File: config.mk
export PLATFORM = sky130hd
export DESIGN_NAME = fpu_fma_arbiter
export DESIGN_NICKNAME = d
export VERILOG_FILES = /design/src/rtl/fpu_fma_arbiter.sv
export SDC_FILE = /design/constraint.sdc
export NUM_CORES = 1
export LEC_CHECK = 0
export CORE_AREA = 3 3 228 230
export CTS_BUF_LIST = sky130_fd_sc_hd__clkbuf_8
export DETAILED_ROUTE_END_ITERATION = 7
export DIE_AREA = 0 0 231 233
export DONT_BUFFER_PORTS = 1
export REMOVE_ABC_BUFFERS = 1
export SETUP_SLACK_MARGIN = 0.4
export SLEW_MARGIN = 20
export SYNTH_ARGS = -nofsm -noshare
export SYNTH_HDL_FRONTEND = slang
export SYNTH_SLANG_ARGS = --single-unit
File: constraint.sdc
create_clock -name clk -period 2.7 [get_ports clk]
set_clock_uncertainty 0.05 [all_clocks]
set_input_delay 0.54 -clock clk [delete_from_list [all_inputs] [get_ports clk]]
set_output_delay 0.54 -clock clk [all_outputs]
set_load 0.05 [all_outputs]
File: src/rtl/fpu_fma_arbiter.sv
`default_nettype none
// ============================================================================
// fpu_fma_arbiter : round-robin share of one FMA unit among NUM_REQ requesters
// Option macro FMA_TIMEOUT_EN adds a WAIT watchdog.   Revision: 1.0
// ============================================================================
module fpu_fma_arbiter #(
  parameter int NUM_REQ = 4,
  parameter int IDX_W   = $clog2(NUM_REQ),
  parameter int TIMEOUT = 256
) (
  input  logic                 clk,
  input  logic                 rst,
  input  logic [NUM_REQ-1:0]   req_valid,
  output logic [NUM_REQ-1:0]   req_ready,
  input  logic [NUM_REQ*32-1:0] req_rs1,
  input  logic [NUM_REQ*32-1:0] req_rs2,
  input  logic [NUM_REQ*32-1:0] req_rs3,
  input  logic [NUM_REQ*2-1:0] req_opcode,
  input  logic [NUM_REQ*3-1:0] req_frm,
  output logic [NUM_REQ-1:0]   rsp_valid,
  input  logic [NUM_REQ-1:0]   rsp_ready,
  output logic [31:0]          rsp_rd,
  output logic                 rsp_nx,
  output logic                 rsp_err,
  output logic                 busy,
  output logic                 fma_start,
  output logic [31:0]          fma_rs1,
  output logic [31:0]          fma_rs2,
  output logic [31:0]          fma_rs3,
  output logic [1:0]           fma_opcode,
  output logic [2:0]           fma_frm,
  input  logic [31:0]          fma_rd,
  input  logic                 fma_nx,
  input  logic                 fma_done
);

  localparam logic [1:0] IDLE  = 2'd0;
  localparam logic [1:0] ISSUE = 2'd1;
  localparam logic [1:0] WAIT  = 2'd2;
  localparam logic [1:0] RESP  = 2'd3;

  logic [1:0]       r_state;
  logic [IDX_W-1:0] r_rr_ptr;
  logic [IDX_W-1:0] r_owner;
  logic [IDX_W-1:0] w_grant;
  logic [IDX_W-1:0] w_idx;
  logic             w_any;
  logic             w_accept;
  logic             w_rsp_hs;
  logic             w_timeout;

  // Scan from the highest offset down so the nearest valid requester wins.
  always_comb begin
    w_any   = 1'b0;
    w_grant = '0;
    w_idx   = '0;
    for (int k = NUM_REQ - 1; k >= 0; k--) begin
      w_idx = IDX_W'((32'(r_rr_ptr) + 32'(k)) % 32'(NUM_REQ));
      if (req_valid[w_idx]) begin
        w_any   = 1'b1;
        w_grant = w_idx;
      end
    end
  end

  assign w_accept  = (r_state == IDLE) && w_any;
  assign w_rsp_hs  = (r_state == RESP) && rsp_ready[r_owner];
  assign req_ready = w_accept ? (NUM_REQ'(1) << w_grant) : '0;
  assign rsp_valid = (r_state == RESP) ? (NUM_REQ'(1) << r_owner) : '0;
  assign busy      = (r_state != IDLE);
  assign fma_start = (r_state == ISSUE);

`ifdef FMA_TIMEOUT_EN
  localparam int CNT_W = $clog2(TIMEOUT + 1);
  logic [CNT_W-1:0] r_wait_cnt;

  assign w_timeout = (r_state == WAIT) && !fma_done &&
                     (r_wait_cnt == CNT_W'(TIMEOUT - 1));

  always_ff @(posedge clk or negedge rst) begin
    if (!rst) begin
      r_wait_cnt <= '0;
      rsp_err    <= 1'b0;
    end else begin
      if (r_state == ISSUE)
        r_wait_cnt <= '0;
      else if (r_state == WAIT)
        r_wait_cnt <= r_wait_cnt + CNT_W'(1);
      if (w_accept)
        rsp_err <= 1'b0;
      else if (w_timeout)
        rsp_err <= 1'b1;
    end
  end
`else
  assign w_timeout = 1'b0;
  assign rsp_err   = 1'b0;
`endif

  // Operands are captured only at accept; the FMA samples rs3/opcode/frm late.
  always_ff @(posedge clk or negedge rst) begin
    if (!rst) begin
      r_state    <= IDLE;
      r_rr_ptr   <= '0;
      r_owner    <= '0;
      fma_rs1    <= '0;
      fma_rs2    <= '0;
      fma_rs3    <= '0;
      fma_opcode <= '0;
      fma_frm    <= '0;
      rsp_rd     <= '0;
      rsp_nx     <= 1'b0;
    end else begin
      case (r_state)
        IDLE: begin
          if (w_accept) begin
            fma_rs1    <= req_rs1[32'(w_grant)*32 +: 32];
            fma_rs2    <= req_rs2[32'(w_grant)*32 +: 32];
            fma_rs3    <= req_rs3[32'(w_grant)*32 +: 32];
            fma_opcode <= req_opcode[32'(w_grant)*2 +: 2];
            fma_frm    <= req_frm[32'(w_grant)*3 +: 3];
            r_owner    <= w_grant;
            r_rr_ptr   <= (w_grant == IDX_W'(NUM_REQ - 1)) ? '0 : w_grant + IDX_W'(1);
            r_state    <= ISSUE;
          end
        end
        ISSUE: r_state <= WAIT;
        WAIT: begin
          if (fma_done) begin
            rsp_rd  <= fma_rd;
            rsp_nx  <= fma_nx;
            r_state <= RESP;
          end else if (w_timeout) begin
            rsp_rd  <= 32'h7FC0_0000;
            rsp_nx  <= 1'b0;
            r_state <= RESP;
          end
        end
        RESP: begin
          if (w_rsp_hs)
            r_state <= IDLE;
        end
        default: r_state <= IDLE;
      endcase
    end
  end

endmodule
`default_nettype wire

pins.png
Pins as bars across the die edge, other pins in grey.
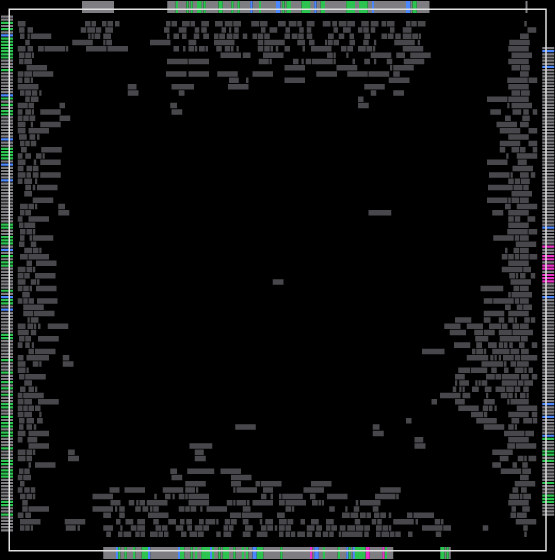
- `req_rs3`: green (pins 128; direction input; edge 52 left, 38 bottom, 30 top, 8 right)
- `fma_rs2`: blue (pins 32; direction output; edge 10 bottom, 8 left, 7 right, 7 top)
- `req_frm`: magenta (pins 12; direction input; edge 8 right, 4 bottom)
- all pins by edge: 164 left, 149 right, 141 bottom, 139 top
die width: 231 um
die height: 233 um
PortBufs: 0

metal_stack.png
Only two layers are drawn.
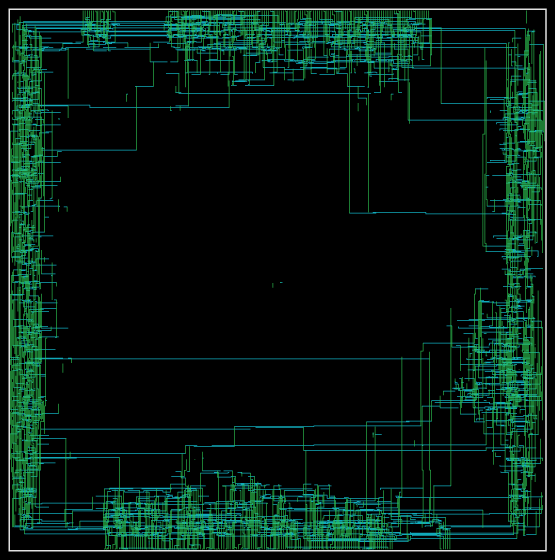
- met1: cyan (wire length 11,700 um)
- met2: green (wire length 15,700 um)
vias post-DR: 6,893
all-layer global routing usage: 11.1%
wirelength, routed: 32,100 um

==> summary.txt <==
Startpoint Class -> flip-flop
failing checks -> hold timing
number of global-route vias before repair -> 7,113
NumNets Final -> 1,254
ys cells -> 812
Sinks on Clock Net -> 140
Int Pwr -> 0.00644 W
Synth Cell Area -> 8200 sq um
status -> complete, but fails checks
crit share post-route -> 98.8%
PwrDens -> 1520 nW/um^2
Area leader share -> 42.7%
Hold WS -> -339 ps
Leak -> 4.01 nW
Sequential cell area -> 3510 sq um
Synth Area in Compound Gates -> 20.1%
Final Hold Violation Tally -> 140
global-route wire length before repair -> 44,000 um
largest fanout on the critical path -> 6
Num CTS Buffers -> 17
drt initial violations -> 325
GPL Wtd Cong -> 0.911
Simple-Gate Area Share -> 14.1%
[layout make-up]
cell class              count  area share (%)
inverters                   6           0.378
diodes                      8           0.201
well taps                 672            8.46
clock buffers              17            2.35
clock inverters            15            1.55
flip-flops and latches    140            35.3
repair buffers             52            7.10
multi-input cells         584            44.7
[logic make-up (layout without fill, tap and decap cells)]
logic type,after synthesis,in the layout
muxes,135,135
other,1,9
buffers and inverters,88,90
AOI/OAI and AO/OA,214,214
and+or+nand+nor,229,229
DFF,140,140
adders and majority gates,5,5
[synthesized netlist by cell type (all sizes together)]
library cell,instances
a221oi,1
and3,102
buf,48
mux4,1
a31oi,1
clkbuf,34
nand2b,2
nand4b,1
conb,1
nor2,106
inv,6
and3b,1
nand2,8
nor2b,1
o31ai,1
or3,1
o32a,1
a211oi,202
dfrtp,140
nor4,1
and2,2
ha,5
nor3b,2
mux2i,101
a21o,2
mux2,33
o21ai,5
a21oi,1
nor3,2
[flip-flops by register name, summed over array words and instances, names as in the netlist]
signal      cells
rsp_nx          1
fma_rs2        32
rsp_rd         32
fma_frm         3
fma_rs3        32
fma_rs1        32
r_rr_ptr        2
fma_opcode      2
r_owner         2
r_state         2
[power groups by stage]
stage          sequential [W]  combinational (W)  clock [W]
2_1_floorplan         0.00730            0.00387          0
3_3_place_gp          0.00772            0.00484          0
3_5_place_dp          0.00774            0.00502          0
4_1_cts               0.00771            0.00542    0.00187
5_1_grt               0.00781            0.00618    0.00195
6_report              0.00768            0.00564    0.00175
[worst max-delay path, cell delays in order (launching register included)]
cell	delay, ps
dfrtp_2	470
nand4b_1	170
o21ai_2	110
or3_4	370
inv_4	70
ha_4	110
and2_4	140
buf_12	130
[metrics by stage]
stage,setup TNS [ps],std cells
after floorplan,-862320,730
after global placement,0,1433
after detailed placement,0,1433
after CTS,-5.18,1477
after global routing,-198,1494
final,0,1494
[metal layers]
layer / track usage, % / share of wire, %
met5: 0 / 0
met4: 7.55 / 4.9
met3: 4.49 / 9.7
met2: 18.1 / 49
met1: 11.6 / 36
[final timing paths]
path | depth (start not counted) | from | slack [ps] | end
worst min-delay path | 0 | rst | -340 | rsp_rd[1]
worst min register to register | 1 | r_state[0] | 540 | r_state[0]
worst max register to register | 8 | r_rr_ptr[1] | 380 | fma_rs1[0]
worst max-delay path | 7 | r_rr_ptr[1] | 30 | req_ready[2]
max in group asynchronous | 0 | rst | 2720 | fma_rs1[15]
min in group clk | 1 | fma_rd[5] | 120 | rsp_rd[5]
[timing repair]
| action | in CTS | in global routing |
|---|---|---|
| gates resized | 33 | 18 |
| endpoints found under the hold margin | 140 | 140 |
| pin swaps | 5 | 3 |
| setup buffers | 9 | 6 |
| setup endpoints to repair | 33 | 60 |
| gates cloned | 3 | 3 |
No activity file was given, so power comes from the tool's default toggle rates.
